===== config.mk =====
export PLATFORM = sky130hd
export DESIGN_NAME = load_store_unit
export DESIGN_NICKNAME = d
export VERILOG_FILES = /design/src/rtl/load_store_unit.sv
export SDC_FILE = /design/constraint.sdc
export NUM_CORES = 1
export LEC_CHECK = 0
export ABC_AREA = 1
export CORE_MARGIN = 2
export CORE_UTILIZATION = 30
export CTS_CLUSTER_DIAMETER = 40
export DETAILED_ROUTE_END_ITERATION = 10
export PLACE_DENSITY_LB_ADDON = 0.25
export SYNTH_ARGS = -nofsm -noshare
export SYNTH_HDL_FRONTEND = slang
export SYNTH_SLANG_ARGS = --single-unit
export TNS_END_PERCENT = 1

===== constraint.sdc =====
create_clock -name clk -period 4.3 [get_ports clk]
set_clock_uncertainty 0.05 [all_clocks]
set_input_delay 0.86 -clock clk [delete_from_list [all_inputs] [get_ports clk]]
set_output_delay 0.86 -clock clk [all_outputs]
set_load 0.05 [all_outputs]

===== src/rtl/load_store_unit.sv =====
// Load/store front end: validates funct3/alignment, runs one data_bus cycle, returns an extended response.
// Define LSU_MISALIGN_SPLIT_EN to split misaligned half/word accesses into byte cycles.
//
// state  | meaning
// IDLE   | req_ready high, waiting for a request
// ACCESS | single aligned bus cycle
// SPLIT  | byte-by-byte bus cycles for a misaligned access
// RESP   | response held until writeback takes it
module load_store_unit #(
   parameter int XLEN = 32,
   parameter int RD_W = 5
) (
   input  logic            clk,
   input  logic            rst_n,
   input  logic            req_valid,
   output logic            req_ready,
   input  logic            req_store,
   input  logic [2:0]      req_funct3,
   input  logic [XLEN-1:0] req_addr,
   input  logic [XLEN-1:0] req_wdata,
   input  logic [RD_W-1:0] req_rd,
   output logic            resp_valid,
   input  logic            resp_ready,
   output logic [XLEN-1:0] resp_data,
   output logic [RD_W-1:0] resp_rd,
   output logic            resp_exc,
   output logic            resp_misaligned,
   output logic            bus_rw,
   output logic [1:0]      bus_len,
   output logic [XLEN-1:0] bus_addr,
   output logic [XLEN-1:0] bus_write,
   input  logic [XLEN-1:0] bus_read,
   input  logic            bus_exception
);

   typedef enum logic [1:0] {IDLE, ACCESS, SPLIT, RESP} state_t;

   state_t     state;
   logic       r_store;
   logic [2:0] r_funct3;
   logic       illegal;
   logic       misaligned;

   always_comb begin
      illegal    = req_store ? (req_funct3[2] || req_funct3[1:0] == 2'b11)
                             : (req_funct3 == 3'b011 || req_funct3[2:1] == 2'b11);
      misaligned = (req_funct3[1:0] == 2'b01 && req_addr[0]) ||
                   (req_funct3[1:0] == 2'b10 && req_addr[1:0] != 2'b00);
   end

   function automatic logic [XLEN-1:0] extend(input logic [2:0] f3, input logic [XLEN-1:0] d);
      case (f3)
         3'b000:  return {{(XLEN-8){d[7]}}, d[7:0]};
         3'b001:  return {{(XLEN-16){d[15]}}, d[15:0]};
         3'b100:  return {{(XLEN-8){1'b0}}, d[7:0]};
         3'b101:  return {{(XLEN-16){1'b0}}, d[15:0]};
         default: return d;
      endcase
   endfunction

`ifdef LSU_MISALIGN_SPLIT_EN
   logic [1:0]      cnt;
   logic [1:0]      cnt_nx;
   logic [XLEN-1:0] r_addr;
   logic [XLEN-1:0] r_wdata;
   logic [XLEN-1:0] hold;
   logic [XLEN-1:0] hold_nx;
   logic            last;

   // hold_nx includes the byte arriving this cycle so the final byte can be extended directly
   always_comb begin
      cnt_nx                      = cnt + 2'd1;
      hold_nx                     = hold;
      hold_nx[{cnt, 3'b000} +: 8] = bus_read[7:0];
      last                        = (cnt == ((r_funct3[1:0] == 2'b01) ? 2'd1 : 2'd3));
   end
`endif

   always_ff @(posedge clk) begin
      if (!rst_n) begin
         state           <= IDLE;
         req_ready       <= 1'b1;
         resp_valid      <= 1'b0;
         resp_data       <= '0;
         resp_rd         <= '0;
         resp_exc        <= 1'b0;
         resp_misaligned <= 1'b0;
         bus_rw          <= 1'b0;
         bus_len         <= '0;
         bus_addr        <= '0;
         bus_write       <= '0;
         r_store         <= 1'b0;
         r_funct3        <= '0;
`ifdef LSU_MISALIGN_SPLIT_EN
         cnt             <= '0;
         r_addr          <= '0;
         r_wdata         <= '0;
         hold            <= '0;
`endif
      end else begin
         case (state)
            IDLE: begin
               if (req_valid) begin
                  req_ready <= 1'b0;
                  r_store   <= req_store;
                  r_funct3  <= req_funct3;
                  resp_rd   <= req_rd;
                  if (illegal) begin
                     state           <= RESP;
                     resp_valid      <= 1'b1;
                     resp_exc        <= 1'b1;
                     resp_misaligned <= 1'b0;
                     resp_data       <= '0;
                  end else if (misaligned) begin
`ifdef LSU_MISALIGN_SPLIT_EN
                     state     <= SPLIT;
                     cnt       <= '0;
                     hold      <= '0;
                     r_addr    <= req_addr;
                     r_wdata   <= req_wdata;
                     bus_rw    <= req_store;
                     bus_len   <= '0;
                     bus_addr  <= req_addr;
                     bus_write <= req_store ? {{(XLEN-8){1'b0}}, req_wdata[7:0]} : '0;
`else
                     state           <= RESP;
                     resp_valid      <= 1'b1;
                     resp_exc        <= 1'b1;
                     resp_misaligned <= 1'b1;
                     resp_data       <= '0;
`endif
                  end else begin
                     state     <= ACCESS;
                     bus_rw    <= req_store;
                     bus_len   <= req_funct3[1:0];
                     bus_addr  <= req_addr;
                     bus_write <= req_store ? req_wdata : '0;
                  end
               end
            end
            ACCESS: begin
               state           <= RESP;
               bus_rw          <= 1'b0;
               bus_len         <= '0;
               bus_addr        <= '0;
               bus_write       <= '0;
               resp_valid      <= 1'b1;
               resp_exc        <= bus_exception;
               resp_misaligned <= 1'b0;
               resp_data       <= (bus_exception || r_store) ? '0 : extend(r_funct3, bus_read);
            end
`ifdef LSU_MISALIGN_SPLIT_EN
            SPLIT: begin
               if (bus_exception || last) begin
                  state           <= RESP;
                  bus_rw          <= 1'b0;
                  bus_len         <= '0;
                  bus_addr        <= '0;
                  bus_write       <= '0;
                  resp_valid      <= 1'b1;
                  resp_exc        <= bus_exception;
                  resp_misaligned <= 1'b0;
                  resp_data       <= (bus_exception || r_store) ? '0 : extend(r_funct3, hold_nx);
               end else begin
                  cnt       <= cnt_nx;
                  hold      <= hold_nx;
                  bus_addr  <= r_addr + XLEN'(cnt_nx);
                  bus_write <= r_store ? {{(XLEN-8){1'b0}}, r_wdata[{cnt_nx, 3'b000} +: 8]} : '0;
               end
            end
`endif
            RESP: begin
               if (resp_ready) begin
                  state      <= IDLE;
                  resp_valid <= 1'b0;
                  req_ready  <= 1'b1;
               end
            end
            default: state <= IDLE;
         endcase
      end
   end

endmodule

Figure 1. The clock network (run 1).
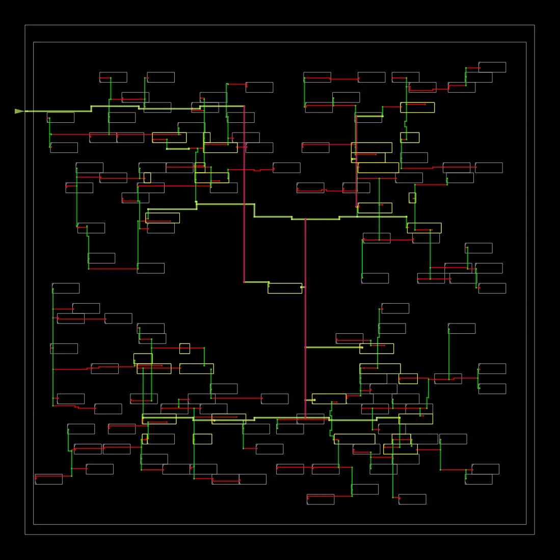
clock sink count: 114
num sequential: 114
clock buffers created by TritonCTS: 17

Figure 2. Nets reached from selected ports (run 1).
(3 px per um)
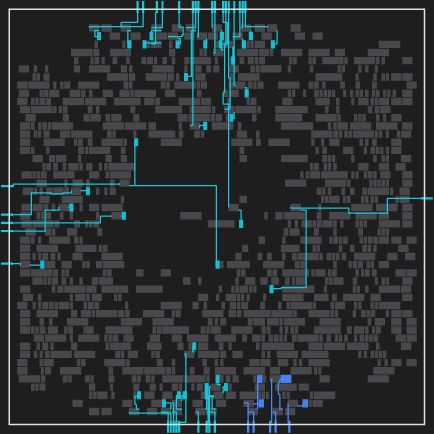
blue -> req_rd  # bits 5, direction input, edge bottom, end cells 5, wire 69.4 um
cyan -> req_addr  # bits 32, direction input, edge 17 top, 9 bottom, 5 left, 1 right, end cells 33, wire 838 um

==> Implementation_results.wiki, run 1 <==
=== Synthesis and place and route ===
{| class="wikitable"
! Metric !! Value
|-
| Worst hold path type || flip-flop to flip-flop
|-
| Termination of the worst setup path || bus_addr[29]
|-
| Crit-path leading delay family || buffers and inverters
|-
| Count of flip-flops with a built-in enable after synthesis || 0
|-
| Post-Layout Inst Area || 8240 um^2
|-
| Die Y-Extent || 138 um
|-
| Maximum clock frequency || 0.361 GHz
|-
| Via-to-Cell Ratio || 4.75
|-
| Number of buffers and inverters on the critical path || 4
|-
| Setup CP Type || input port to flip-flop
|-
| Setup slack at placement || 1.09 ns
|-
| Wire length on met3 || 1690 um
|-
| Cell area reported after detailed placement || 7590 um^2
|-
| Cells after Synth || 806
|-
| Cell Pwr Density || 468 nW/um^2
|-
| Combinational Area || 2570 um^2
|-
| Startpoint kind of the worst setup timing path || input port
|-
| Amount of wire on met2 after detailed routing || 7850 um
|-
| Number of nets at the end of the flow || 1,095
|-
| Startpoint of the tightest hold check path || bus_write[3]
|-
| Met3 GRT Util || 8.08%
|-
| Commonest non-fill, non-tap cells in the layout || sky130_fd_sc_hd__clkdlybuf4s50_1, sky130_fd_sc_hd__nand2_1, sky130_fd_sc_hd__nor2_1
|-
| Setup WS post-layout || 1.53 ns
|-
| Cell area leaders || sky130_fd_sc_hd__dfxtp_1, sky130_fd_sc_hd__nand2_1, sky130_fd_sc_hd__nor2_1, sky130_fd_sc_hd__nand4_1, sky130_fd_sc_hd__a21oi_1
|-
| Result of the run || completed
|}
Figure 3. Gate-type map (run 1).
(3 px per um)
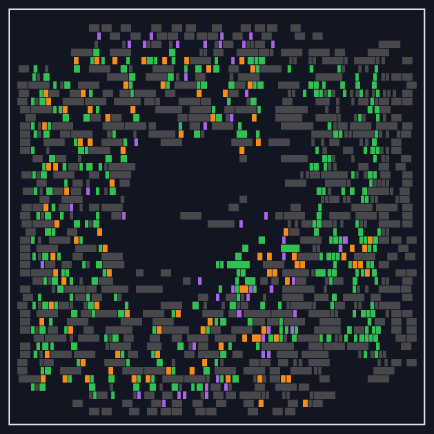
purple -> inverters  # cells 50
orange -> inverting AOI/OAI gates  # cells 93
green -> NAND gates  # cells 299, where all over the die

Figure 4. Where the registers sit (run 1).
(2 px per um)
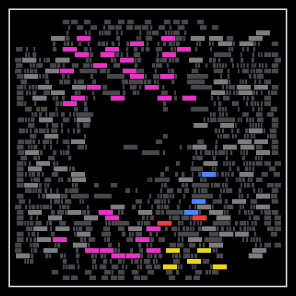
blue -> r_funct3  # flops 3
magenta -> bus_addr  # flops 32
yellow -> resp_rd  # flops 5
red -> state  # flops 2

Figure 5. Signal wires by layer (run 1).
(3 px per um)
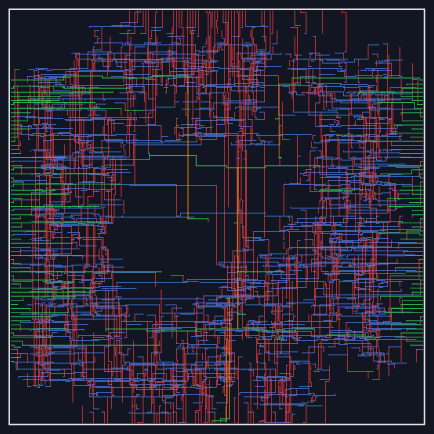

==> inputs of run 2 (changes only) <==
==> constraint.sdc (replaced) <==
create_clock -name clk -period 2.3 [get_ports clk]
set_clock_uncertainty 0.05 [all_clocks]
set_input_delay 0.46 -clock clk [delete_from_list [all_inputs] [get_ports clk]]
set_output_delay 0.46 -clock clk [all_outputs]
set_load 0.05 [all_outputs]
Figure 6. Signal wires by layer (run 2).
(3 px per um)
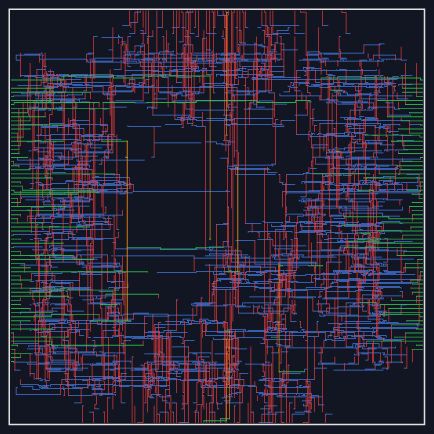
green -> metal 3  # wire length 1,660 um
blue -> metal 1  # wire length 7,970 um
red -> metal 2  # wire length 7,630 um
orange -> metal 4  # wire length 282 um

==> Implementation_results.wiki, run 2 <==
=== Synthesis and place and route ===
{| class="wikitable"
! Metric !! Value
|-
| Result of the run || completed
|-
| Sink of the worst hold path || req_ready
|-
| Commonest non-fill, non-tap cells in the layout || sky130_fd_sc_hd__clkdlybuf4s50_1, sky130_fd_sc_hd__nand2_1, sky130_fd_sc_hd__nor2_1
|-
| Core Area || 17,400 um^2
|-
| Number of buffers and inverters on the critical path || 1 (-3)
|-
| Clock sink count || 114 (unchanged)
|-
| CP peak stage delay || 0.84 ns
|-
| Via-to-Cell Ratio || 4.69 (-1.1%)
|-
| Hold path cells || 2
|-
| # diodes || 0
|-
| Setup violators final || 0
|-
| Clock Power || 0.00280 W
|-
| Num sequential || 114 (unchanged)
|-
| Combinational Area || 2570 um^2 (unchanged)
|-
| Number of DRC markers after the initial detailed-route iteration || 195
|-
| Uppermost routed layer || met4
|-
| Main logic family after synthesis || simple AND/OR/NAND/NOR gates
|-
| Wire length on met3 || 1660 um (-1.5%)
|-
| Maximum clock frequency || 0.474 GHz
|-
| Startpoint kind of the worst setup timing path || flip-flop
|-
| Crit-path max FO || 2
|-
| Setup CP Type || flip-flop to output port
|-
| Root Driver || sky130_fd_sc_hd__clkbuf_16
|-
| Clock buffers created by TritonCTS || 17 (unchanged)
|-
| Die Y-Extent || 138 um (unchanged)
|-
| Termination of the worst setup path || bus_addr[20]
|-
| Met3 GRT Util || 7.53% (-0.55 points)
|-
| Final-layout fill cell count || 1,805
|-
| Setup WS post-layout || 0.189 ns (-1.34 ns)
|-
| Crit-path leading delay family || buffers and inverters
|-
| Worst hold path type || flip-flop to flip-flop
|-
| Slew at the pin with the worst max-slew slack || 0.618 ns
|-
| Final critical-path required period || 2.11 ns
|-
| Amount of wire on met2 after detailed routing || 7630 um (-2.8%)
|-
| First-pass GRT wire length || 27,600 um
|-
| Cell Pwr Density || 863 nW/um^2 (+85%)
|-
| Post-Layout Inst Area || 8360 um^2 (+1.4%)
|-
| Cell area reported after detailed placement || 7740 um^2 (+1.9%)
|-
| Cells after Synth || 806 (unchanged)
|-
| Routing usage on met2 || 27.9%
|-
| Cell area leaders || sky130_fd_sc_hd__dfxtp_1, sky130_fd_sc_hd__nand2_1, sky130_fd_sc_hd__nor2_1, sky130_fd_sc_hd__nand4_1, sky130_fd_sc_hd__a21oi_1
|-
| Setup slack at placement || -0.0182 ns (-1.11 ns)
|-
| Number of nets at the end of the flow || 1,104 (+0.82%)
|-
| Clock buffer and inverter area fraction after layout || 7.41%
|-
| Startpoint of the tightest hold check path || req_ready
|-
| Chip area from the yosys synthesis statistics || 5380 um^2
|-
| Synth mux share || 0%
|}
Power is estimated from default activity; no workload was simulated.
